### Metal 1, run 1

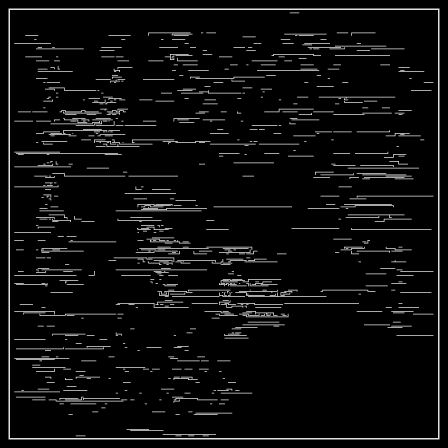
### Met2 routing, run 1

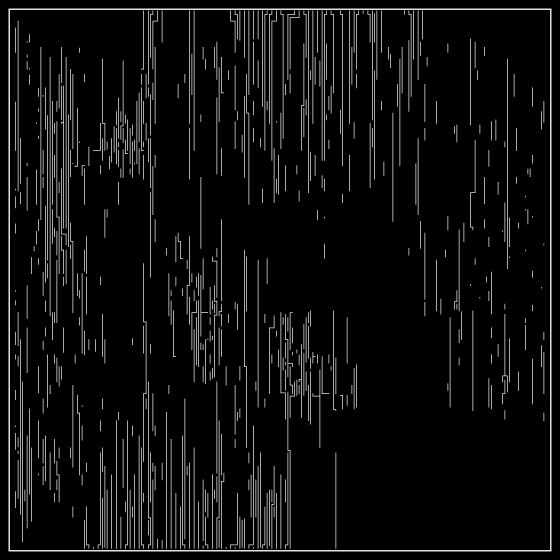
### The metal 3 layer, run 1

Scale bar: 20 um.
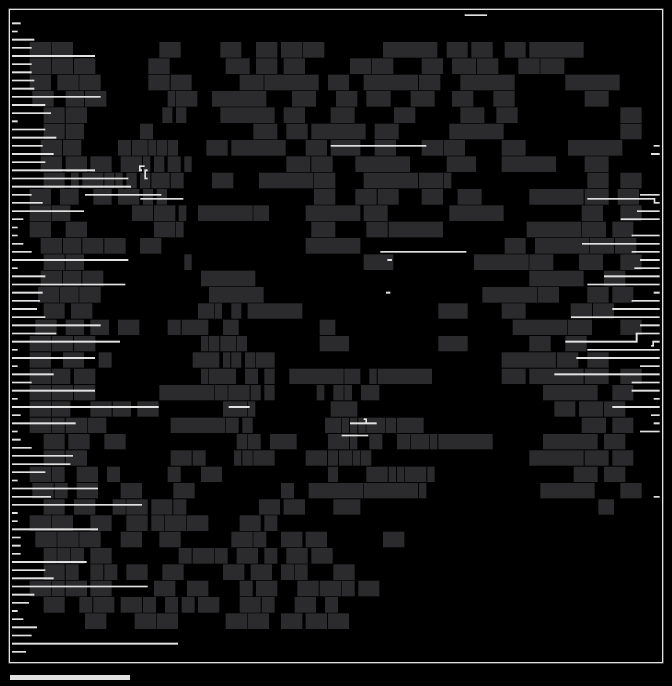
## config.mk

```make
export PLATFORM = sky130hd
export DESIGN_NAME = axi_sram_arbiter
export DESIGN_NICKNAME = d
export VERILOG_FILES = /design/src/rtl/axi_sram_arbiter.sv
export SDC_FILE = /design/constraint.sdc
export NUM_CORES = 1
export LEC_CHECK = 0
export ABC_AREA = 0
export CAP_MARGIN = 0
export CORE_MARGIN = 3
export CORE_UTILIZATION = 23
export DETAILED_ROUTE_END_ITERATION = 6
export SLEW_MARGIN = 20
export SYNTH_ARGS = -nofsm -noshare
export SYNTH_HDL_FRONTEND = slang
export SYNTH_SLANG_ARGS = --single-unit
```

## constraint.sdc

```tcl
create_clock -name ACLK -period 5.8 [get_ports ACLK]
set_clock_uncertainty 0.2 [all_clocks]
set_input_delay 1.16 -clock ACLK [delete_from_list [all_inputs] [get_ports ACLK]]
set_output_delay 1.16 -clock ACLK [all_outputs]
set_load 0.01 [all_outputs]
```

## src/rtl/axi_sram_arbiter.sv

```systemverilog
// axi_sram_arbiter: grants a single-port SRAM to the AXI read or write channel.
// Bursts are locked, ties go round-robin and a bounded hold prevents starvation.
module axi_sram_arbiter #(
  parameter int HOLD_MAX = 16,
  parameter int ADDR_W   = 16,
  parameter int DATA_W   = 32
) (
  input  logic              ACLK,
  input  logic              ARESETn,
  input  logic              rd_req,
  input  logic [ADDR_W-1:0] rd_addr,
  input  logic [2:0]        rd_size,
  output logic              rd_gnt,
  output logic [DATA_W-1:0] rd_data,
  output logic              rd_rvalid,
  input  logic              wr_req,
  input  logic [ADDR_W-1:0] wr_addr,
  input  logic [2:0]        wr_size,
  input  logic [DATA_W-1:0] wr_data,
  input  logic [3:0]        wr_strb,
  output logic              wr_gnt,
  output logic              sram_cs,
  output logic              sram_we,
  output logic [ADDR_W-1:0] sram_addr,
  output logic [3:0]        sram_be,
  output logic [DATA_W-1:0] sram_wdata,
  input  logic [DATA_W-1:0] sram_rdata
);
  localparam int CW = (HOLD_MAX > 0) ? $clog2(HOLD_MAX + 1) : 1;
  localparam logic [CW-1:0] HM = CW'(HOLD_MAX);
  typedef enum logic [1:0] {IDLE, RD, WR, GAP} state_t;
  state_t state_q, state_d;
  logic prio_q, prio_d;
  logic [CW-1:0] hold_cnt_q, hold_cnt_d, cnt_inc;
  logic rd_gnt_q, wr_gnt_q, rd_pend_q, rd_rvalid_q;
  logic [DATA_W-1:0] rd_data_q, rd_data_d;
  logic rd_acc, wr_acc, hold_hit, pick_wr;
  function automatic logic [3:0] lanes(input logic [2:0] size, input logic [1:0] a);
    return size == 3'd0 ? 4'b0001 << a : size == 3'd1 ? 4'b0011 << {a[1], 1'b0} : 4'b1111;
  endfunction
  // prio_q high means the write side wins the next tie
  always_comb begin
    rd_acc = rd_gnt_q & rd_req;
    wr_acc = wr_gnt_q & wr_req;
    cnt_inc = (hold_cnt_q == HM || !(rd_acc | wr_acc)) ? hold_cnt_q : hold_cnt_q + 1'b1;
    hold_hit = (HOLD_MAX != 0) && (cnt_inc == HM);
    pick_wr = wr_req & (~rd_req | prio_q);
    state_d = state_q;
    prio_d = prio_q;
    hold_cnt_d = '0;
    rd_data_d = rd_pend_q ? sram_rdata : rd_data_q;
    case (state_q)
      RD: begin
        hold_cnt_d = cnt_inc;
        if (!rd_req || (hold_hit && wr_req)) begin
          state_d = GAP;
          prio_d = 1'b1;
        end
      end
      WR: begin
        hold_cnt_d = cnt_inc;
        if (!wr_req || (hold_hit && rd_req)) begin
          state_d = GAP;
          prio_d = 1'b0;
        end
      end
      default: state_d = pick_wr ? WR : rd_req ? RD : IDLE;
    endcase
  end
  always_ff @(posedge ACLK or negedge ARESETn) begin
    if (!ARESETn) begin
      state_q <= IDLE;
      prio_q <= 1'b0;
      hold_cnt_q <= '0;
      rd_gnt_q <= 1'b0;
      wr_gnt_q <= 1'b0;
      rd_pend_q <= 1'b0;
      rd_rvalid_q <= 1'b0;
      rd_data_q <= '0;
    end else begin
      state_q <= state_d;
      prio_q <= prio_d;
      hold_cnt_q <= hold_cnt_d;
      rd_gnt_q <= state_d == RD;
      wr_gnt_q <= state_d == WR;
      rd_pend_q <= rd_acc;
      rd_rvalid_q <= rd_pend_q;
      rd_data_q <= rd_data_d;
    end
  end
  assign rd_gnt = rd_gnt_q;
  assign wr_gnt = wr_gnt_q;
  assign rd_rvalid = rd_rvalid_q;
  assign rd_data = rd_data_q;
  assign sram_cs = rd_acc | wr_acc;
  assign sram_we = wr_acc;
  assign sram_addr = rd_gnt_q ? rd_addr : wr_gnt_q ? wr_addr : '0;
  assign sram_be = rd_acc ? lanes(rd_size, rd_addr[1:0]) :
                   wr_acc ? lanes(wr_size, wr_addr[1:0]) & wr_strb : 4'b0000;
  assign sram_wdata = wr_gnt_q ? wr_data : '0;
endmodule

```

==> results.txt, run 1 <==
run metrics: die height=108.7 um, Synth-to-Final Area Change=90.35%, Post-Syn Nets=344, vias in the first global route=2,520, CTS Buf Count=5, GPL Wtd Cong=0.8626, top cells by count=dfrtp_1, and2_1, mux2_2, vias per cell=4.448, post-CTS sizing=0, Die ar.=11,800 um^2, Worst slew margin=0.3437, row cnt=36, delay-heaviest family, CP=buffers and inverters, Post-synth ARST share=1.000, outcome=finished, final reports clean, Hold WC Path Type=reg2reg, Post-Syn Instances=229, post-layout period usage of the worst path=0.7643, EDFF count, synth=0, Fin. Hold Viols=0, Crit path arrival time=3070 ps, largest net degree at the start of global routing=45, Overall Global Routing Usage=0.1316, Cell Type Count=41, DRC=0, Setup CP Type=in2out, Worst VDD drop=152.5 uV, max-cap check violation count=0, TritonCTS Sinks=44, setup_tns=0 ps, clk buf depth=2, Wirelength per Cell=14.45 um, Data required, critical path=4440 ps, Slew Limit Fails=0, layout cells sized above 1=0.1064, grt total ovfl=0, f_max=225.6 MHz, drt first pass iters=4, Worst path max stage delay=640 ps, worst path bufs/invs=2, CTS Hold Bufs=0, Tool Warnings=29, most common cell in the synthesized netlist=dfrtp_1, Post-synth seq share=0.4543, # Cells Yosys=229, Cell area leaders=dfrtp_1, mux2_2, and2_1, a22o_1, ha_1, count of final setup violators=0, Core Area=10000 um^2, I/O Buffers=198, postcts setup bufs=0, CTS tree=done, Worst-Margin Slew=982.4 ps, chip width=108.7 um, Pleak=1.855 nW, I/O pin total=199, Cell Pwr Density=390.9 nW/um^2, first-pass GRT wire length=12,320 um, ys flop type=dfrtp_1, crit-path most repeated cell=clkdlybuf4s50_1, hold slack=309.7 ps, startpoint type of the worst setup path=input port, post-layout power=1.803 mW, DPL Wire Length=6534 um, clk root buf=clkbuf_8, Iteration-0 DRC Markers=75, Yosys chip area=2424 um^2, syn_area_per_cell=10.58 um^2, initial antenna violation count=0, Clk pin slew, worst setup/hold paths=80 ps, post-layout instance area=4613 um^2, Final Critical Period=4433 ps, Area after DPL=4517 um^2, Slowest-stage cell, CP=clkdlybuf4s50_1, Mapped Area=2424 um^2, RSZ-0062 raised after global routing=no, Yosys top cell by area=dfrtp_1, ANT nets after route=0, final net count=537, Synth flops=44, crit-path cells=clkdlybuf4s50_1 -> and2_1 -> nand2_1 -> a31oi_1 -> nand3_1 -> o21ai_0 -> clkdlybuf4s50_1, Antenna Cells=0, CP endpoint kind=primary output, post-synth top area share=0.4543, clk latency late pin=290 ps, crit-path max FO=9, H-tree depth=2, yosys warns=0, Initial Util=0.2424
Notes on 'Metal 1' above:
main direction	horizontal
wire length on this layer	2,870 um
longest straight run	25.8 um
met1 Use GR: 0.1413
DR vias: 2,473

Notes on 'Met2 routing' above:
longest straight run	52.0 um
nets with wire on the layer	461
wire length on this layer	4,320 um
main direction	vertical
share of all routed wire	54%
M2 GR Usage: 0.2454
routed wire length: 8034 um

Notes on 'The metal 3 layer' above:
nets with wire on the layer	119
main direction	horizontal
share of all routed wire	9.8%
met3 Use GR: 0.04973

## run 1: flip-flops by register name, indices dropped and copies added, names as in the netlist
signal      count
state_q         2
rd_pend_q       1
hold_cnt_q      5
rd_gnt          1
rd_data        32
rd_rvalid       1
prio_q          1
wr_gnt          1
## run 1: metal layers
layer,GRT usage,vias to the layer above,wire length [um]
li1,-,1200,-
met1,0.1413,1137,2865
met2,0.2454,131,4315
met3,0.04973,5,789
met4,0.02705,0,63
met5,0,-,0
## run 1: kinds of logic (layout without fill, tap and decap cells)
kind of cell / after synthesis / in the layout / share of synthesized area
adders and majority gates: 5 / 5 / 0.02581
AOI/OAI and AO/OA: 50 / 50 / 0.1523
DFF: 44 / 44 / 0.4543
buffers and inverters: 23 / 217 / 0.03923
and+or+nand+nor: 72 / 72 / 0.1683
muxes: 33 / 33 / 0.1528
xor gates and xnor gates: 2 / 2 / 0.007229
## run 1: worst reg2reg max path: stages (launching register included)
cell and delay [ps]:
dfrtp_1 870, a22oi_2 230, or4_1 530, a222oi_1 560
o21ai_1 120, a2111o_1 430
## run 1: where the power goes
part           leakage (nW)  total (mW)  internal [mW]  switching, mW
registers             0.539       0.541          0.440          0.100
clock network        0.0445       0.200         0.0969          0.103
logic                  1.27        1.06          0.654          0.408
## run 1: final timing paths
| kind | startpoint | end | slack (ps) | depth (start not counted) |
|---|---|---|---|---|
| worst max-delay path | wr_req | sram_be[2] | 1370 | 7 |
| worst min-delay path | rd_data[19] | rd_data[19] | 310 | 1 |
| worst max register to register | wr_gnt | prio_q | 2750 | 5 |
| worst min register to register | rd_data[19] | rd_data[19] | 310 | 1 |
| max in group asynchronous | ARESETn | hold_cnt_q[2] | 4350 | 1 |
| min in group asynchronous | ARESETn | rd_data[27] | 660 | 1 |
## run 1: per-stage QoR
stage	instances	worst slack, ps	utilization
finish	556	1367	0.4613
global route	556	1200	0.4613
CTS	556	1365	0.4611
detailed placement	548	1387	0.4517
global placement	548	1410	0.4517
floorplan	229	2447	-
## run 1: placed cells by master, fill, tap and decap left out, types with 2 or more instances in the layout
cell type / n
clkdlybuf4s50_1: 197
dfrtp_1: 44
and2_1: 33
mux2_2: 32
a22o_1: 16
nor2_1: 12
inv_1: 9
o21ai_0: 9
a21oi_1: 7
nand2_1: 6
clkbuf_8: 6
ha_1: 5
nand2b_1: 4
nor3_1: 4
nand3_1: 4
a31oi_1: 3
a32o_1: 2
nor2b_1: 2
o21ai_1: 2
or4_1: 2
a31o_2: 2
buf_4: 2
## run 1: final cells by class
type	instances	area, um^2
clock inverter	1	7.507
multi-input combinational	162	1227
inverter	10	37.54
clock buffer	7	86.33
timing repair buffer	199	1987
tap	133	166.4
fill	957	5386
sequential	44	1101
### Register map, names as in the netlist, run 1

Scale bar: 20 um. Other sequential cells in the stronger grey, the rest of the logic in the fainter grey.
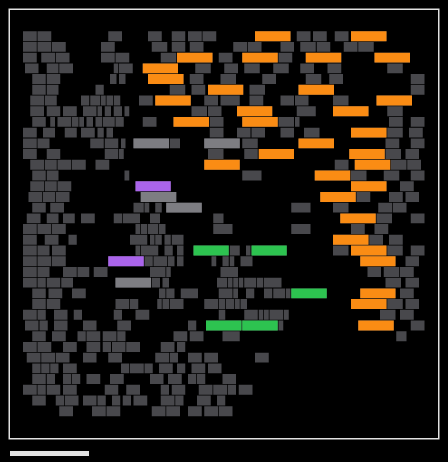

==> run 2, diff against run 1 <==
==> constraint.sdc (replaced) <==
create_clock -name ACLK -period 4.3 [get_ports ACLK]
set_clock_uncertainty 0.2 [all_clocks]
set_input_delay 0.86 -clock ACLK [delete_from_list [all_inputs] [get_ports ACLK]]
set_output_delay 0.86 -clock ACLK [all_outputs]
set_load 0.01 [all_outputs]
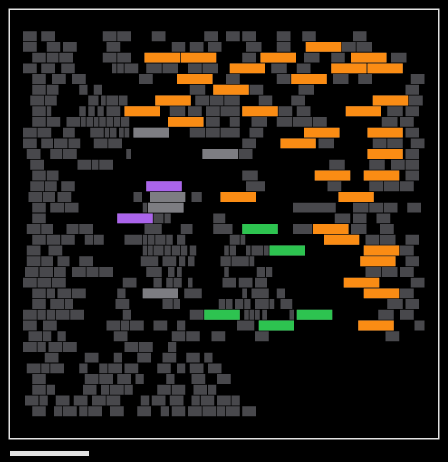
*Register map, names as in the netlist, run 2*
Scale bar: 20 um. Other sequential cells in the stronger grey, the rest of the logic in the fainter grey.
colour	signal	sequential cells
orange	`rd_data`	32
green	`hold_cnt_q`	5
purple	`state_q`	2
not coloured	5
Flop area: 1101 um^2
fraction of area in registers: 0.2361
final core utilization: 0.4663
Seq power: 703 uW

==> run 2 against run 1 <==
Effect of this change:
- final area is 1.1% higher
- worst setup slack got worse by 820 ps
- non-clock buffer count is 3 higher
- flip-flop count unchanged
- sequential power grew about 30%
- count of clock-buffer cells in the layout down 1
- first-iteration DRC count increased by 29%
- clock power grew 66%
- critical path type unchanged
- largest cell class unchanged
- routed wire length rose by 2.1%
- die size did not move
- synthesized cell count did not move
==> results.txt, run 2 <==
run metrics: Post-synth seq share=0.4543 (unchanged), Antenna Cells=0 (unchanged), Synth-to-Final Area Change=92.41% (was 90.35%), Post-synth ARST share=1.000 (unchanged), outcome=finished, final reports clean (unchanged), initial antenna violation count=0 (unchanged), Wirelength per Cell=14.68 um (was 14.45 um), Cell Pwr Density=538.8 nW/um^2 (was 390.9 nW/um^2), Iteration-0 DRC Markers=97 (was 75), startpoint type of the worst setup path=input port (unchanged), DRC=0 (unchanged), most common cell in the synthesized netlist=dfrtp_1 (unchanged), setup_tns=0 ps (unchanged), Worst slew margin=0.5556 (was 0.3437), Fill cells=961 (was 957), grt total ovfl=0 (unchanged), Tool Warnings=29 (unchanged), CTS tree=done (unchanged), post-synth top area share=0.4543 (unchanged), count of final setup violators=0 (unchanged), CTS Hold Bufs=0 (unchanged), post-layout period usage of the worst path=0.8734, Yosys top cell by area=dfrtp_1 (unchanged), die height=108.7 um (unchanged), clk latency late pin=290 ps (about the same), f_max=266.3 MHz, dominant logic cell type in the layout=clkdlybuf4s50_1 (unchanged), routed wire length=8204 um (was 8034 um), Worst VDD drop=277.0 uV (was 152.5 uV), Final Critical Period=3755 ps, top cells by count=dfrtp_1, and2_1, mux2_2 (unchanged), Clk pin slew, worst setup/hold paths=80 ps (about the same), CTS Buf Count=5 (unchanged), Fin. Hold Viols=0 (unchanged), clk root buf=clkbuf_8 (unchanged), layout cells sized above 1=0.1150 (was 0.1064), Worst-Margin Slew=666.6 ps (was 982.4 ps), Setup CP Type=in2out (unchanged), Post-Syn Nets=344 (unchanged), Mapped Area=2424 um^2 (unchanged), ANT nets after route=0 (unchanged), # Cells Yosys=229 (unchanged), I/O Buffers=198 (unchanged), I/O pin total=199 (unchanged), Synth flops=44 (unchanged), vias in the first global route=2,530 (was 2,520), first-pass GRT wire length=12,500 um (was 12,320 um), largest net degree at the start of global routing=45 (unchanged), Pleak=1.886 nW (was 1.855 nW), H-tree depth=2 (unchanged), Area after DPL=4539 um^2 (was 4517 um^2), ys flop type=dfrtp_1 (unchanged), postcts setup bufs=0 (unchanged), final net count=540 (was 537), crit-path max FO=7 (was 9), CP endpoint kind=primary output (unchanged), TritonCTS Sinks=44 (unchanged), RSZ-0062 raised after global routing=no (unchanged), drt first pass iters=4 (unchanged), vias per cell=4.406 (was 4.448), GPL Wtd Cong=0.8484 (was 0.8626), post-CTS sizing=0 (unchanged), Crit path arrival time=2700 ps (was 3070 ps), clk buf depth=2 (unchanged), Hold WC Path Type=reg2reg (unchanged), chip width=108.7 um (unchanged), post-layout instance area=4663 um^2 (was 4613 um^2), max FFs per register=32 (unchanged), Cell Type Count=41 (unchanged), max-cap check violation count=0 (unchanged), Data required, critical path=3240 ps (was 4440 ps), Slew Limit Fails=0 (unchanged), Core Area=10000 um^2 (unchanged), most instantiated logic cells after routing=clkdlybuf4s50_1, dfrtp_1, and2_1 (unchanged), DPL Wire Length=6639 um (was 6534 um), EDFF count, synth=0 (unchanged), DR vias=2,463 (was 2,473), Die ar.=11,800 um^2 (unchanged), row cnt=36 (unchanged), Initial Util=0.2424 (unchanged), syn_area_per_cell=10.58 um^2 (unchanged), yosys warns=0 (unchanged), Cell area leaders=dfrtp_1, mux2_2, and2_1, a22o_1, ha_1 (unchanged), Overall Global Routing Usage=0.1340 (was 0.1316), Post-Syn Instances=229 (unchanged), Yosys chip area=2424 um^2 (unchanged)
run 2: cells by family (layout without fill, tap and decap cells):
logic type,after synthesis,after routing,synth area share
adder cells (fa/ha/maj),5,5,0.02581
XOR/XNOR,2,2,0.007229
AND/OR/NAND/NOR,72,72,0.1683
buffers and inverters,23,220,0.03923
multiplexers,33,33,0.1528
AND-OR/OR-AND,50,50,0.1523
flip-flops,44,44,0.4543
run 2: area by class of cell:
class,instances,area (um^2),share of cell area
timing repair buffer,202,2009,0.4309
multi-input combinational,162,1227,0.2632
sequential,44,1101,0.2361
tap,133,166.4,0.03569
clock buffer,6,82.58,0.01771
clock inverter,2,38.79,0.008318
inverter,10,37.54,0.008049
run 2: worst paths after layout:
kind | start | to | cells past startpoint | slack (ps)
min | rd_data[0] | rd_data[0] | 1 | 300
max in group asynchronous | ARESETn | hold_cnt_q[0] | 1 | 3150
min reg2reg | rd_data[0] | rd_data[0] | 1 | 300
max | rd_req | sram_be[2] | 7 | 540
max reg2reg | rd_gnt | prio_q | 5 | 1390
min in group asynchronous | ARESETn | hold_cnt_q[4] | 1 | 350
run 2: stage by stage:
stage / total power, mW / hold WS (ps) / utilization / std cells / setup slack (ps)
6_report: 2.513 / 304.7 / 0.4663 / 559 / 544.6
5_1_grt: 2.692 / 324.0 / 0.4663 / 559 / 354.0
4_1_cts: 2.558 / 314.5 / 0.4661 / 559 / 523.9
3_5_place_dp: 2.213 / 294.8 / 0.4540 / 551 / 536.7
3_3_place_gp: 2.194 / 288.5 / 0.4540 / 551 / 599.4
2_1_floorplan: 1.371 / 151.9 / - / 229 / 1489
run 2: worst max-delay path, cell delays in order:
cell and delay (ps):
clkdlybuf4s50_1 560, nand2_1 200, nand2_1 90, a31oi_1 200, nand3_1 100, o21ai_0 90, clkdlybuf4s50_1 580
run 2: metal layers:
layer	up-vias	track usage	wire [um]
li1	1207	-	-
met1	1127	0.1390	2954
met2	125	0.2551	4357
met3	4	0.05033	831
met4	0	0.02885	60
met5	-	0	0
run 2: where the power goes:
part / internal, mW / switching, mW / leakage (nW)
sequential: 0.595 / 0.108 / 0.539
combinational: 0.893 / 0.586 / 1.29
clock: 0.190 / 0.142 / 0.0614
Power figures rest on the tool's default switching activity, not on a simulated workload.
